## config.mk

```make
export PLATFORM = sky130hd
export DESIGN_NAME = muldiv_unit_flat
export DESIGN_NICKNAME = d
export VERILOG_FILES = /design/src/rtl/muldiv_pkg.sv /design/src/rtl/muldiv_if.sv /design/src/rtl/muldiv_negate.sv /design/src/rtl/muldiv_unit.sv /design/src/flat_wrapper.sv
export SDC_FILE = /design/constraint.sdc
export NUM_CORES = 1
export LEC_CHECK = 0
export CAP_MARGIN = 30
export CELL_PAD_IN_SITES_DETAIL_PLACEMENT = 0
export CELL_PAD_IN_SITES_GLOBAL_PLACEMENT = 1
export CORE_UTILIZATION = 40
export DETAILED_ROUTE_END_ITERATION = 16
export PLACE_DENSITY_LB_ADDON = 0.15
export SLEW_MARGIN = 20
export SYNTH_ARGS = -nofsm -noshare
export SYNTH_HDL_FRONTEND = slang
export SYNTH_SLANG_ARGS = --single-unit
```

## constraint.sdc

```tcl
create_clock -name clk -period 4.3 [get_ports clk]
set_input_delay 0.86 -clock clk [delete_from_list [all_inputs] [get_ports clk]]
set_output_delay 0.86 -clock clk [all_outputs]
set_load 0.05 [all_outputs]
```

## src/rtl/muldiv_pkg.sv

```systemverilog
// rtl/muldiv_pkg.sv - shared types and op decode helpers for the multiply/divide engine
package muldiv_pkg;

  typedef enum logic [1:0] {
    MULTU = 2'b00,
    MULT  = 2'b01,
    DIVU  = 2'b10,
    DIV   = 2'b11
  } op_t;

  typedef enum logic [1:0] {
    IDLE,
    CALC,
    FIX
  } state_t;

  function automatic logic is_div(op_t op);
    return op[1];
  endfunction

  function automatic logic is_signed(op_t op);
    return op[0];
  endfunction

endpackage

```

## src/rtl/muldiv_if.sv

```systemverilog
// rtl/muldiv_if.sv - request/result bundle between the control unit and the muldiv engine
interface muldiv_if #(
  parameter int WIDTH = 32
);
  import muldiv_pkg::*;

  logic             start;
  op_t              op;
  logic [WIDTH-1:0] iA;
  logic [WIDTH-1:0] iB;
  logic             flush;
  logic             busy;
  logic             done;
  logic             divZero;
  logic [WIDTH-1:0] oHi;
  logic [WIDTH-1:0] oLo;

  modport master (
    output start, op, iA, iB, flush,
    input  busy, done, divZero, oHi, oLo
  );

  modport slave (
    input  start, op, iA, iB, flush,
    output busy, done, divZero, oHi, oLo
  );

endinterface

```

## src/rtl/muldiv_negate.sv

```systemverilog
// rtl/muldiv_negate.sv - conditional two's-complement negate of an N-bit value
module muldiv_negate #(
  parameter int N = 32
) (
  input  logic         neg,
  input  logic [N-1:0] x,
  output logic [N-1:0] y
);

  assign y = neg ? -x : x;

endmodule

```

## src/rtl/muldiv_unit.sv

```systemverilog
// rtl/muldiv_unit.sv - iterative shift-add multiplier / restoring divider producing HI/LO
module muldiv_unit
  import muldiv_pkg::*;
#(
  parameter int WIDTH = 32,
  parameter int CNT_W = $clog2(WIDTH + 1)
) (
  input logic     clk,
  input logic     rst,
  muldiv_if.slave bus
);

  state_t             state;
  op_t                opReg;
  logic               sA, sB, zeroDiv;
  logic [WIDTH-1:0]   aReg, bMag, accHi, accLo;
  logic [CNT_W-1:0]   cnt;
  logic               doneReg, divZeroReg;
  logic [WIDTH-1:0]   hiReg, loReg;

  logic               negA, negB;
  logic [WIDTH-1:0]   absA, absB;
  logic [WIDTH:0]     mulSum, divShift, divDiff;
  logic               divOk;
  logic [WIDTH-1:0]   nextHi, nextLo;
  logic [2*WIDTH-1:0] prodFix;
  logic [WIDTH-1:0]   quoFix, remFix;

  assign negA = is_signed(bus.op) & bus.iA[WIDTH-1];
  assign negB = is_signed(bus.op) & bus.iB[WIDTH-1];

  muldiv_negate #(.N(WIDTH))   uAbsA   (.neg(negA),    .x(bus.iA),         .y(absA));
  muldiv_negate #(.N(WIDTH))   uAbsB   (.neg(negB),    .x(bus.iB),         .y(absB));
  muldiv_negate #(.N(2*WIDTH)) uFixPrd (.neg(sA ^ sB), .x({accHi, accLo}), .y(prodFix));
  muldiv_negate #(.N(WIDTH))   uFixQuo (.neg(sA ^ sB), .x(accLo),          .y(quoFix));
  muldiv_negate #(.N(WIDTH))   uFixRem (.neg(sA),      .x(accHi),          .y(remFix));

  // accHi/accLo are the product halves for multiply and remainder/quotient for divide
  always_comb begin
    mulSum   = {1'b0, accHi} + (accLo[0] ? {1'b0, aReg} : '0);
    divShift = {accHi, accLo[WIDTH-1]};
    divDiff  = divShift - {1'b0, bMag};
    divOk    = !divDiff[WIDTH];
    if (is_div(opReg)) begin
      nextHi = divOk ? divDiff[WIDTH-1:0] : divShift[WIDTH-1:0];
      nextLo = {accLo[WIDTH-2:0], divOk};
    end else begin
      nextHi = mulSum[WIDTH:1];
      nextLo = {mulSum[0], accLo[WIDTH-1:1]};
    end
  end

  always_ff @(posedge clk) begin
    if (rst) begin
      state      <= IDLE;
      opReg      <= MULTU;
      sA         <= 1'b0;
      sB         <= 1'b0;
      zeroDiv    <= 1'b0;
      aReg       <= '0;
      bMag       <= '0;
      accHi      <= '0;
      accLo      <= '0;
      cnt        <= '0;
      doneReg    <= 1'b0;
      divZeroReg <= 1'b0;
      hiReg      <= '0;
      loReg      <= '0;
    end else if (bus.flush) begin
      state   <= IDLE;
      doneReg <= 1'b0;
    end else begin
      doneReg <= 1'b0;
      case (state)
        IDLE: begin
          if (bus.start) begin
            opReg      <= bus.op;
            sA         <= negA;
            sB         <= negB;
            // divide keeps the raw dividend in aReg for the divide-by-zero result
            aReg       <= is_div(bus.op) ? bus.iA : absA;
            bMag       <= absB;
            accHi      <= '0;
            accLo      <= is_div(bus.op) ? absA : absB;
            zeroDiv    <= is_div(bus.op) && (bus.iB == '0);
            cnt        <= CNT_W'(WIDTH);
            divZeroReg <= 1'b0;
            state      <= CALC;
          end
        end
        CALC: begin
          accHi <= nextHi;
          accLo <= nextLo;
          cnt   <= cnt - CNT_W'(1);
          if (cnt == CNT_W'(1)) state <= FIX;
        end
        FIX: begin
          if (zeroDiv) begin
            hiReg      <= aReg;
            loReg      <= '1;
            divZeroReg <= 1'b1;
          end else if (is_div(opReg)) begin
            hiReg <= remFix;
            loReg <= quoFix;
          end else begin
            hiReg <= prodFix[2*WIDTH-1:WIDTH];
            loReg <= prodFix[WIDTH-1:0];
          end
          doneReg <= 1'b1;
          state   <= IDLE;
        end
        default: state <= IDLE;
      endcase
    end
  end

  assign bus.busy    = (state != IDLE);
  assign bus.done    = doneReg;
  assign bus.divZero = divZeroReg;
  assign bus.oHi     = hiReg;
  assign bus.oLo     = loReg;

endmodule

```

## src/flat_wrapper.sv

```systemverilog
// flat-port wrapper written by rule: the top's interface ports become plain ports
module muldiv_unit_flat import muldiv_pkg::*;
#(
  parameter int WIDTH = 32,
  parameter int CNT_W = $clog2(WIDTH + 1)
)
  (clk, rst, bus_start, bus_op, bus_iA, bus_iB, bus_flush, bus_busy, bus_done, bus_divZero, bus_oHi, bus_oLo);
  muldiv_if #(.WIDTH(WIDTH)) bus_i ();
  input logic clk;
  input logic rst;
  input wire logic [$bits(bus_i.start)-1:0] bus_start;
  input wire logic [$bits(bus_i.op)-1:0] bus_op;
  input wire logic [$bits(bus_i.iA)-1:0] bus_iA;
  input wire logic [$bits(bus_i.iB)-1:0] bus_iB;
  input wire logic [$bits(bus_i.flush)-1:0] bus_flush;
  output wire logic [$bits(bus_i.busy)-1:0] bus_busy;
  output wire logic [$bits(bus_i.done)-1:0] bus_done;
  output wire logic [$bits(bus_i.divZero)-1:0] bus_divZero;
  output wire logic [$bits(bus_i.oHi)-1:0] bus_oHi;
  output wire logic [$bits(bus_i.oLo)-1:0] bus_oLo;
  assign bus_i.start = bus_start;
  assign bus_i.op = bus_op;
  assign bus_i.iA = bus_iA;
  assign bus_i.iB = bus_iB;
  assign bus_i.flush = bus_flush;
  assign bus_busy = bus_i.busy;
  assign bus_done = bus_i.done;
  assign bus_divZero = bus_i.divZero;
  assign bus_oHi = bus_i.oHi;
  assign bus_oLo = bus_i.oLo;
  muldiv_unit #(.WIDTH(WIDTH), .CNT_W(CNT_W)) u_core (.clk(clk), .rst(rst), .bus(bus_i));
endmodule
```

**Metal 1**

(2 px per um)
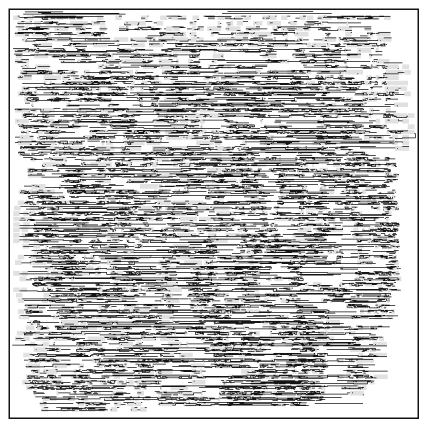
share of all routed wire: 44%
longest straight run: 69.9 um
main direction: horizontal
wire length on this layer: 29.6 mm

**Met2 routing**

(2 px per um)
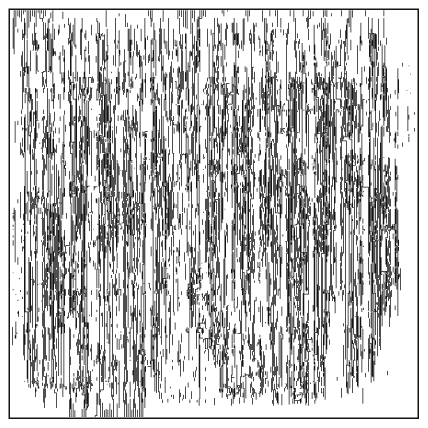
share of all routed wire: 45%
nets with wire on the layer: 2000
main direction: vertical
longest straight run: 99.6 um
final WL: 66800 um
vias: 17000
met2 Resource Use GR: 51.7%

**Met3 routing**

(1.5 px per um)
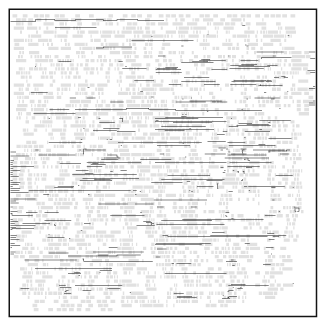
wire length on this layer: 3570 um
share of all routed wire: 5.3%
longest straight run: 67.6 um

**Met4 routing**

(1.5 px per um)
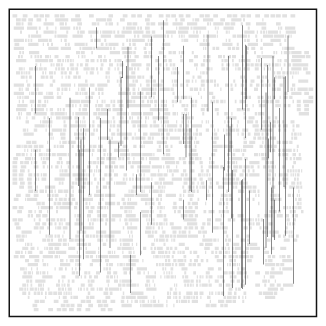
nets with wire on the layer: 53
wire length on this layer: 3330 um
longest straight run: 120 um
share of all routed wire: 5.0%

**Routing congestion map**

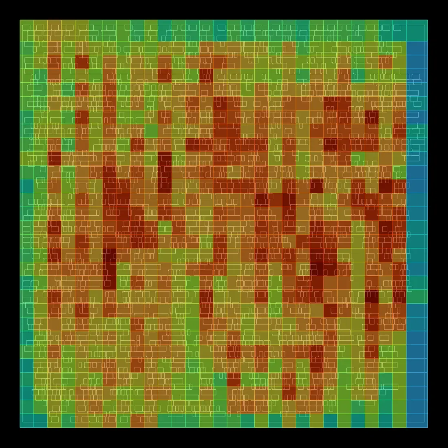
fin util: 48.5%
gr usage total: 31.8%
GR Layer Usage met3: 3.23%
gr busiest metal: met2
M1 GR Usage: 42.3%

==> run summary <==
Initial antenna violation count: 0
Area share, top type: 25.3%
Top Ports: 137
Internal power: 0.00389 W
Critical path cell sequence: inv_1, ha_1, fa_1, nand2b_1, a211oi_1, o211a_1, a31oi_1, a2111oi_2, or3_1, and2_2, buf_4, nor3_1, o41ai_1
Pin count of the biggest net entering global routing: 67
Syn Inst Count: 2206
Crit path largest cell delay: 0.65 ns
CTS resizes: 0
CP Class: flop to flop
Number of diodes: 0
Crit path DAT: 4.45 ns
CTS Buf Count: 26
WHS: 0.449 ns
WP depth: 13
Cell taking the most area after synthesis: dfxtp_1
Worst rel slew slack: 40.6%
Period Utilization, post-route: 93.4%
Post-synth top flop: dfxtp_1
Sequential cell area share: 21.3%
Data required, critical path: 4.73 ns
Crit Path Max Fanout: 25
Setup crit start kind: flop
Post-synthesis net count: 2348
Reg2reg end: u_core.accHi[29]
Mi-comb count: 1773
Fillers: 4020
Nonclk buf count: 231
Post-detailed-route via-to-cell ratio: 5.96
Net Switching: 0.00175 W
Status: finished, final reports clean
Worst Skew: 0.0245 ns
Adder Area Share: 5.62%
Logic power comb: 0.00121 W
cells in the mapped netlist, drive strengths merged, types with 6 or more instances:
library cell and count:
mux2 7, a22o 7, a31oi 22, o41ai 8
or4 13, nand3 36, and4 6, a211oi 67
o21ai 170, o221ai 7, or3 30, a22oi 21
ha 70, nand4 16, dfxtp 206, buf 18
and2 46, mux2i 76, o21bai 8, xnor2 119
nor2b 21, nor3 55, o22ai 7, a311oi 19
a21oi 216, clkbuf 141, o21a 14, o31ai 20
nand2b 26, nand2 216, nor4 27, xor2 69
or2 8, and3 18, nor4b 6, nor2 206
a21o 28, inv 68, o211ai 33
routing by layer:
metal	vias to the layer above	part of all wire (%)	global-route usage [%]
met2	537	45	51.7
met4	0	5.0	14.7
met5	-	0	0
li1	8160	-	-
met1	8164	44	42.3
met3	131	5.3	3.23
No activity file was given, so power comes from the tool's default toggle rates.
